$ cat config.mk
export PLATFORM = sky130hd
export DESIGN_NAME = conv_seq_ctrl_flat
export DESIGN_NICKNAME = d
export VERILOG_FILES = /design/src/rtl/conv_seq_ctrl_if.sv /design/src/rtl/conv_seq_ctrl.sv /design/src/flat_wrapper.sv
export SDC_FILE = /design/constraint.sdc
export NUM_CORES = 1
export LEC_CHECK = 0
export ABC_AREA = 1
export CORE_MARGIN = 10
export CORE_UTILIZATION = 48
export CTS_CLUSTER_DIAMETER = 40
export DETAILED_ROUTE_END_ITERATION = 10
export GPL_TIMING_DRIVEN = 0
export HOLD_SLACK_MARGIN = 0.08
export PLACE_DENSITY = 0.77
export SLEW_MARGIN = 15
export SYNTH_ARGS = -nofsm -noshare
export SYNTH_HDL_FRONTEND = slang
export SYNTH_SLANG_ARGS = --single-unit
$ cat constraint.sdc
create_clock -name clk -period 3.35 [get_ports clk]
set_clock_uncertainty 0.2 [all_clocks]
set_input_delay 0.67 -clock clk [delete_from_list [all_inputs] [get_ports clk]]
set_output_delay 0.67 -clock clk [all_outputs]
set_load 0.05 [all_outputs]
$ cat src/rtl/conv_seq_ctrl_if.sv
// Control bundle between the conv sequencer and its datapath/memory.
// Latency: n/a (wires only).
// Backpressure: none; the datapath and memory always accept.
interface conv_seq_ctrl_if #(
    parameter int ADDR_W = 8
);
    logic              start;
    logic              busy;
    logic              done;
    logic              mem_rd;
    logic [ADDR_W-1:0] mem_addr;
    logic [3:0]        weight_en;
    logic [3:0]        feature_en;
    logic [7:0]        sel_demux;
    logic [3:0]        acc_en;

    // Sequencer side: consumes start and drives every control output.
    modport master (
        input  start,
        output busy, done, mem_rd, mem_addr,
        output weight_en, feature_en, sel_demux, acc_en
    );

    // Requester / datapath side.
    modport slave (
        output start,
        input  busy, done, mem_rd, mem_addr,
        input  weight_en, feature_en, sel_demux, acc_en
    );
endinterface

$ cat src/rtl/conv_seq_ctrl.sv
// Sequencer for a 2x2-kernel convolution over a 3x3 map on a 4-lane multiply/accumulate datapath.
// Latency: done pulses 6 + 4*(6+MUL_LAT) cycles after start is accepted; all outputs registered.
// Backpressure: none; start is only sampled in IDLE and is neither queued nor acknowledged otherwise.
module conv_seq_ctrl #(
    parameter int ADDR_W  = 8,
    parameter int WBASE   = 0,
    parameter int FBASE   = 4,
    parameter int MUL_LAT = 1
) (
    input  logic                clk,
    input  logic                rst,
    conv_seq_ctrl_if.master     bus
);

    localparam int WAIT_W = (MUL_LAT > 1) ? $clog2(MUL_LAT) : 1;

    typedef enum logic [2:0] {
        IDLE,
        LD_W,
        LD_F,
        MUL_WAIT,
        ACC,
        DONE
    } state_t;

    state_t            state, state_n;
    logic [2:0]        cnt, cnt_n;
    logic [1:0]        win, win_n;
    logic [WAIT_W-1:0] wcnt, wcnt_n;

    // Registered outputs and their next-cycle values.
    logic              busy_q, busy_n;
    logic              done_q, done_n;
    logic              rd_q, rd_n;
    logic [ADDR_W-1:0] addr_q, addr_n;
    logic [3:0]        wen_q, wen_n;
    logic [3:0]        fen_q, fen_n;
    logic [7:0]        sel_q, sel_n;
    logic [3:0]        acc_q, acc_n;

    // Feature coordinates inside the 3x3 map for the fetch issued next cycle.
    logic [1:0]        row, col;

    // State, counters and output registers; synchronous reset aborts any run.
    always_ff @(posedge clk) begin
        if (rst) begin
            state  <= IDLE;
            cnt    <= '0;
            win    <= '0;
            wcnt   <= '0;
            busy_q <= 1'b0;
            done_q <= 1'b0;
            rd_q   <= 1'b0;
            addr_q <= '0;
            wen_q  <= '0;
            fen_q  <= '0;
            sel_q  <= '0;
            acc_q  <= '0;
        end else begin
            state  <= state_n;
            cnt    <= cnt_n;
            win    <= win_n;
            wcnt   <= wcnt_n;
            busy_q <= busy_n;
            done_q <= done_n;
            rd_q   <= rd_n;
            addr_q <= addr_n;
            wen_q  <= wen_n;
            fen_q  <= fen_n;
            sel_q  <= sel_n;
            acc_q  <= acc_n;
        end
    end

    // Next state and counters.
    always_comb begin
        state_n = state;
        cnt_n   = cnt;
        win_n   = win;
        wcnt_n  = wcnt;
        unique case (state)
            IDLE: begin
                if (bus.start) begin
                    state_n = LD_W;
                    cnt_n   = '0;
                end
            end
            LD_W: begin
                if (cnt == 3'd4) begin
                    state_n = LD_F;
                    cnt_n   = '0;
                    win_n   = '0;
                end else begin
                    cnt_n = cnt + 3'd1;
                end
            end
            LD_F: begin
                if (cnt == 3'd4) begin
                    cnt_n  = '0;
                    wcnt_n = '0;
                    state_n = (MUL_LAT == 0) ? ACC : MUL_WAIT;
                end else begin
                    cnt_n = cnt + 3'd1;
                end
            end
            MUL_WAIT: begin
                if (wcnt == WAIT_W'(MUL_LAT - 1)) begin
                    state_n = ACC;
                    wcnt_n  = '0;
                end else begin
                    wcnt_n = wcnt + 1'b1;
                end
            end
            ACC: begin
                if (win == 2'd3) begin
                    state_n = DONE;
                end else begin
                    state_n = LD_F;
                    win_n   = win + 2'd1;
                    cnt_n   = '0;
                end
            end
            DONE: begin
                state_n = IDLE;
            end
            default: begin
                state_n = IDLE;
            end
        endcase
    end

    // Output values for the state being entered, so the registers line up with it.
    always_comb begin
        busy_n = (state_n != IDLE);
        done_n = 1'b0;
        rd_n   = 1'b0;
        addr_n = '0;
        wen_n  = '0;
        fen_n  = '0;
        sel_n  = '0;
        acc_n  = '0;
        row    = {1'b0, win_n[1]} + {1'b0, cnt_n[1]};
        col    = {1'b0, win_n[0]} + {1'b0, cnt_n[0]};
        unique case (state_n)
            LD_W: begin
                // Issue reads on 0..3; capture the previous read's data on 1..4.
                if (cnt_n <= 3'd3) begin
                    rd_n   = 1'b1;
                    addr_n = ADDR_W'(WBASE) + ADDR_W'(cnt_n);
                end
                if (cnt_n != 3'd0) begin
                    wen_n = 4'b1000 >> (cnt_n - 3'd1);
                end
            end
            LD_F: begin
                if (cnt_n <= 3'd3) begin
                    rd_n   = 1'b1;
                    addr_n = ADDR_W'(FBASE) + ADDR_W'(row) * ADDR_W'(3) + ADDR_W'(col);
                end
                if (cnt_n != 3'd0) begin
                    fen_n = 4'b1000 >> (cnt_n - 3'd1);
                end
            end
            ACC: begin
                // All four lanes feed the accumulator for the current window.
                sel_n = {4{win_n}};
                acc_n = 4'b1000 >> win_n;
            end
            DONE: begin
                done_n = 1'b1;
            end
            default: begin
            end
        endcase
    end

    assign bus.busy       = busy_q;
    assign bus.done       = done_q;
    assign bus.mem_rd     = rd_q;
    assign bus.mem_addr   = addr_q;
    assign bus.weight_en  = wen_q;
    assign bus.feature_en = fen_q;
    assign bus.sel_demux  = sel_q;
    assign bus.acc_en     = acc_q;

endmodule

$ cat src/flat_wrapper.sv
// flat-port wrapper written by rule: the top's interface ports become plain ports
module conv_seq_ctrl_flat 
#(
    parameter int ADDR_W  = 8,
    parameter int WBASE   = 0,
    parameter int FBASE   = 4,
    parameter int MUL_LAT = 1
)
  (clk, rst, bus_start, bus_busy, bus_done, bus_mem_rd, bus_mem_addr, bus_weight_en, bus_feature_en, bus_sel_demux, bus_acc_en);
  conv_seq_ctrl_if #(.ADDR_W(ADDR_W)) bus_i ();
  input  logic clk;
  input  logic rst;
  input wire logic [$bits(bus_i.start)-1:0] bus_start;
  output wire logic [$bits(bus_i.busy)-1:0] bus_busy;
  output wire logic [$bits(bus_i.done)-1:0] bus_done;
  output wire logic [$bits(bus_i.mem_rd)-1:0] bus_mem_rd;
  output wire logic [$bits(bus_i.mem_addr)-1:0] bus_mem_addr;
  output wire logic [$bits(bus_i.weight_en)-1:0] bus_weight_en;
  output wire logic [$bits(bus_i.feature_en)-1:0] bus_feature_en;
  output wire logic [$bits(bus_i.sel_demux)-1:0] bus_sel_demux;
  output wire logic [$bits(bus_i.acc_en)-1:0] bus_acc_en;
  assign bus_i.start = bus_start;
  assign bus_busy = bus_i.busy;
  assign bus_done = bus_i.done;
  assign bus_mem_rd = bus_i.mem_rd;
  assign bus_mem_addr = bus_i.mem_addr;
  assign bus_weight_en = bus_i.weight_en;
  assign bus_feature_en = bus_i.feature_en;
  assign bus_sel_demux = bus_i.sel_demux;
  assign bus_acc_en = bus_i.acc_en;
  conv_seq_ctrl #(.ADDR_W(ADDR_W), .WBASE(WBASE), .FBASE(FBASE), .MUL_LAT(MUL_LAT)) u_core (.clk(clk), .rst(rst), .bus(bus_i));
endmodule
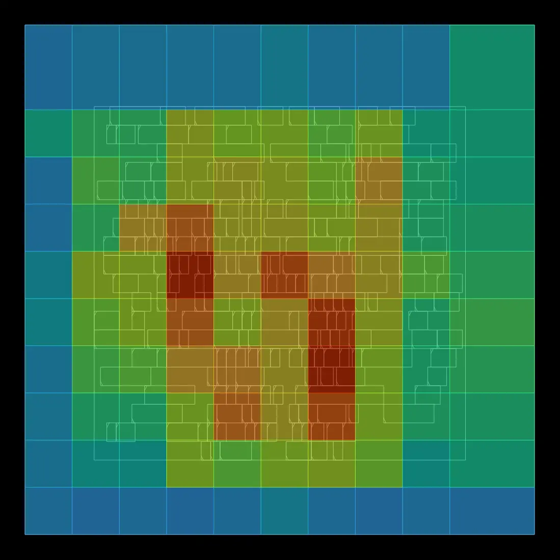
*Routing congestion map, run 1*
met3 Use GR: 0.0638
grt met2 use: 0.219
GR peak layer: met2
Final Util: 0.662

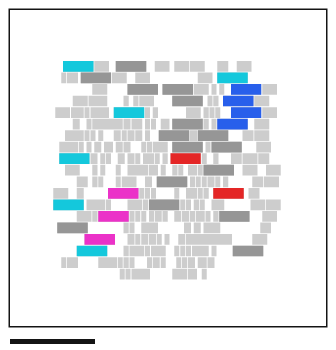
*Sequential cells grouped by signal name, run 1*
Scale bar: 20 um. Other sequential cells in the stronger gray, the rest of the logic in the fainter gray.
| color | signal | placed flops |
|---|---|---|
| cyan | `u_core.bus.mem_addr` | 6 |
| magenta | `u_core.cnt` | 3 |
| red | `u_core.win` | 2 |
| blue | `u_core.bus.acc_en` | 4 |
Reg area: 621 um2
Seq area share: 0.334
Seq power: 381 uW

==> results.py, run 1 <==
# Synthesis and PnR figures
metrics = {
    "power_and_ir_drop": {
        "clock_power_uw": 308,
        "ir_drop_mv": 0.244,
        "sw_frac_of_total": 0.258,
        "switchingPower_uw": 202,
        "clkPwrFrac": 0.395,
        "powerComb_uw": 91.7,
        "power_leader": "sequential cells",
        "p_leak_nw": 0.872,
    },
    "synthesis": {
        "yosysSeqAreaShare": 0.435,
        "mux_share": 0,
        "ys_ff": 31,
        "netlist_instances": 183,
        "ys_warn_count": 0,
        "synth_xor_xnor_area_share": 0.00615,
        "synthFlopType": "dfxtp_1",
        "ys_sh_simple": 0.345,
        "yosysUniqueCellTypes": 21,
        "async_flop_share": 0,
        "post-synth-top-count-cell": "nor2_1",
        "yosysChipArea_mm2": 0.00143,
        "edf_count": 0,
        "aoi_share": 0.0281,
        "topCellsByArea": "dfxtp_1 (44%), nor2_1 (8.4%), nand2_1 (7.9%)",
    },
    "critical_path": {
        "r2r_cells": 13,
        "cp_slowest_cell": "dfxtp_1",
        "crit_path_max_incr_delay_ns": 0.49,
        "crit_path_end_kind": "flip-flop",
        "worstPathRequired_ns": 3.40,
        "crit_end": "u_core.bus.mem_addr[2]$_SDFF_PP0_",
        "path_class": "reg2reg",
    },
    "die": {
        "pin_count": 34,
        "rows": 19,
        "core_area_mm2": 0.00281,
        "dieArea_mm2": 0.00555,
        "dieHeight_um": 74.5,
    },
    "final_timing": {
        "setup_violations": 0,
        "fin_setup_tns_ns": 0,
        "fmax_ghz": 0.343,
        "setup_ws_ns": 0.431,
        "rsz0062_at_grt": "false",
        "holdWs_ns": 0.436,
        "relSlewSlack": 0.657,
    },
    "detailed_routing": {
        "routedWlPerCell_um": 13.0,
        "drt-pass1-iter-count": 5,
        "drtAntennaViolNets": 0,
        "first_iter_violations": 84,
        "vias_per_cell": 4.91,
    },
    "cells_and_area": {
        "stdcell_count": 254,
        "post-route-cell-area_mm2": 0.00186,
        "drive_gt1_frac": 0.184,
        "antenna_cells": 0,
        "lay_top_count": "nor2_1",
        "area.combinational_um2": 647,
        "lay_top_cells": "nor2_1 (32), dfxtp_1 (31), nand2_1 (30), clkdlybuf4s50_1 (30), nand3_1 (21)",
    },
    "clock_tree": {
        "cts_tree": "built",
        "postCtsHoldBufs": 0,
        "htreeDepth": 2,
        "cts_resized": 0,
        "postCtsSetupRepairBufs": 0,
        "clk_pin_slew_ns": 0.10,
        "cts_root_buf": "clkbuf_4",
    },
    "grt": {
        "grt_max_degree": 11,
        "grt-ovfl-total": 0,
        "grt_pass1_vias": 1313,
        "grt_pass1_wl_um": 5440,
    },
    "status": {
        "status": "finished, final reports clean",
    },
    "worst_hold_path": {
        "worstHoldStart": "u_core.win[0]$_SDFF_PP0_",
    },
    "run": {
        "warning_count": 29,
        "maxCapViolations": 0,
    },
    "place": {
        "placedCellCount": 246,
        "io_buffers": 30,
        "preCtsSetupSlack_ns": 0.196,
    },
}
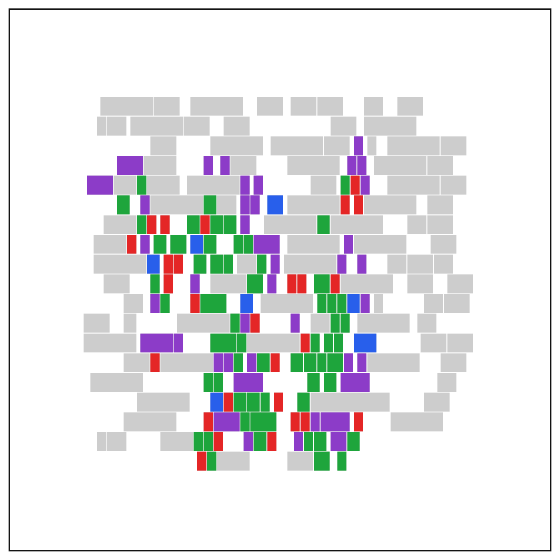
*Logic cells by family, run 1*
| color | family | cells | most used |
|---|---|---|---|
| red | inv cells | 27 | inv_1 |
| purple | nor cells | 41 | nor2_1 |
| green | nand cells | 59 | nand2_1 |
| blue | aoi and oai cells | 7 | a21oi_1 |

[run 1: critical path, delay by kind of cell (launching register included)]
family	cells	cell delay (ns)
and+or+nand+nor	7	0.94
adders and majority gates	3	0.98
DFF	1	0.49
buffers and inverters	3	0.22
[run 1: cell type report]
class	instances	area share
Buffer	9	0.0343
Clock buffer	6	0.0276
Clock inverter	2	0.0189
Inverter	27	0.0545
Multi-Input combinational cell	118	0.348
Sequential cell	31	0.334
Tap cell	31	0.0209
Timing Repair Buffer	30	0.162
[run 1: routing by layer]
metal,part of all wire,up-vias,GRT usage,wire [um]
met5,0,-,0,0
met4,0.026,0,0.0651,85
met3,0.089,11,0.0638,293
met2,0.51,48,0.219,1680
met1,0.38,557,0.118,1240
li1,-,630,-,-
### Metal layers overlaid, run 1

Only two layers are drawn.
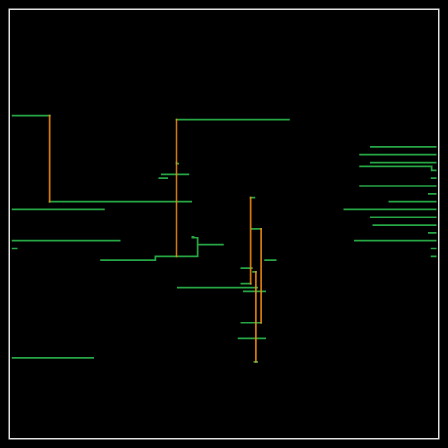

==> run 2: changes to the inputs <==
ABC_AREA = 0   (was 1)
CORE_UTILIZATION = 49   (was 48)
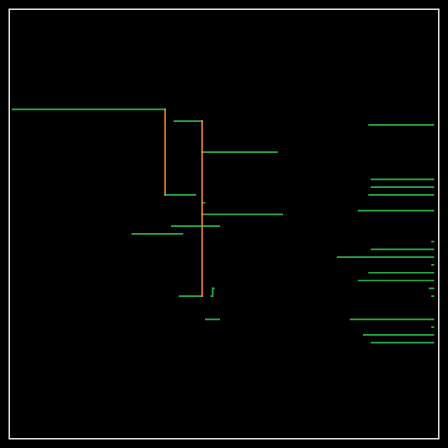
*Metal layers overlaid, run 2*
Only two layers are drawn.
| color | layer | wire length |
|---|---|---|
| orange | M4 | 45.6 um |
| green | M3 | 238 um |
Routed WL: 3090 um
Routed WL per cell: 14.0 um
via count: 1169
GR Util All Layers: 0.112

==> results.py, run 2 <==
# Synthesis and PnR figures
metrics = {
    "status": {
        "status": "finished, final reports clean",
    },
    "power_and_ir_drop": {
        "power_leader": "sequential cells",
        "switchingPower_uw": 192,
        "powerComb_uw": 90.4,
        "p_leak_nw": 0.782,
        "ir_drop_mv": 0.274,
        "sw_frac_of_total": 0.248,
        "clkPwrFrac": 0.393,
        "clock_power_uw": 304,
    },
    "worst_hold_path": {
        "worstHoldStart": "u_core.cnt[2]$_SDFF_PP0_",
    },
    "critical_path": {
        "path_class": "in2reg",
        "crit_path_max_incr_delay_ns": 0.44,
        "worstPathRequired_ns": 3.37,
        "critPathTopFamily": "adder cells",
        "r2r_cells": 11,
        "crit_buf_inv": 1,
        "crit_path_end_kind": "flip-flop",
        "cp_slowest_cell": "clkdlybuf4s50_1",
    },
    "place": {
        "placedCellCount": 213,
        "io_buffers": 31,
        "globalplace.congestion": 0.893,
    },
    "synthesis": {
        "post-synth-top-count-cell": "dfxtp_1",
        "topCellsByArea": "dfxtp_1 (42%), ha_1 (5.1%), buf_4 (4.6%)",
        "yosysSeqAreaShare": 0.421,
        "mux_share": 0,
        "yosysChipArea_mm2": 0.00147,
        "async_flop_share": 0,
        "ys_warn_count": 0,
        "ys_ff": 31,
        "netlist_instances": 149,
        "synthFlopType": "dfxtp_1",
        "ys_sh_simple": 0.251,
        "synth_xor_xnor_area_share": 0.0229,
        "aoi_share": 0.133,
        "yosysUniqueCellTypes": 46,
    },
    "die": {
        "core_area_mm2": 0.00281,
        "pin_count": 34,
        "dieHeight_um": 74.8,
        "dieArea_mm2": 0.00560,
        "tapCellCount": 31,
        "rows": 19,
    },
    "cells_and_area": {
        "buffers": 45,
        "buffer_area_frac": 0.219,
        "largest_class": "combinational gates",
        "area.combinational_um2": 711,
        "comb-cell-share": 0.370,
        "stdcell_count": 221,
        "ff_count": 31,
        "clock_buffers": 6,
        "clock_tree_area_fraction": 0.0450,
        "nMultiInputCombCells": 95,
        "antenna_cells": 0,
    },
    "final_timing": {
        "rsz0062_at_grt": "false",
        "fmax_ghz": 0.310,
        "setup_violations": 0,
        "relSlewSlack": 0.589,
        "holdWs_ns": 0.386,
    },
    "grt": {
        "grt_pass1_vias": 1071,
        "grt_max_degree": 11,
        "grt-ovfl-total": 0,
    },
    "detailed_routing": {
        "drtAntennaViolNets": 0,
        "vias_per_cell": 5.29,
        "first_iter_violations": 64,
    },
    "clock_tree": {
        "clk_pin_slew_ns": 0.10,
        "cts_tree": "built",
        "htreeDepth": 2,
        "postCtsSetupRepairBufs": 0,
    },
    "run": {
        "warning_count": 29,
    },
}
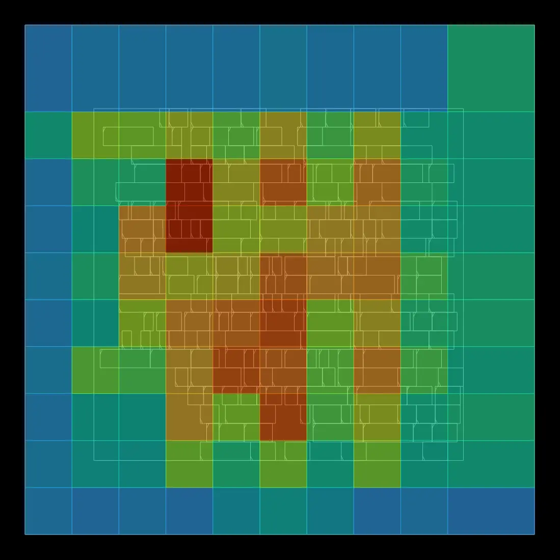
*Routing congestion map, run 2*
GR Layer Usage met1: 0.121
grt met2 use: 0.194
Final Util: 0.685
met3 Use GR: 0.0420

-- run 2: stage by stage --
step                      TNS (ns)  cell area (um2)  setup slack [ns]  utilization  power, mW
after floorplan                  0             1480             0.443            -      0.455
after global placement      -0.192             1830            -0.141        0.653      0.475
after detailed placement    -0.432             1830            -0.229        0.653      0.478
after CTS                        0             1920             0.117        0.683      0.776
after global routing             0             1920           0.00533        0.685      0.808
final                            0             1920             0.127        0.685      0.774
-- run 2: what timing repair did --
action	CTS	global route
gates resized	0	1
hold endpoints to repair	0	0
hold buffers	0	0
setup endpoints to repair	0	1
-- run 2: metal layers --
metal	share of wire	up-vias	global-route usage
met1	0.41	542	0.121
met5	0	-	0
li1	-	588	-
met3	0.077	7	0.0420
met4	0.015	0	0.0441
met2	0.50	32	0.194
Power and IR drop assume default switching activity.
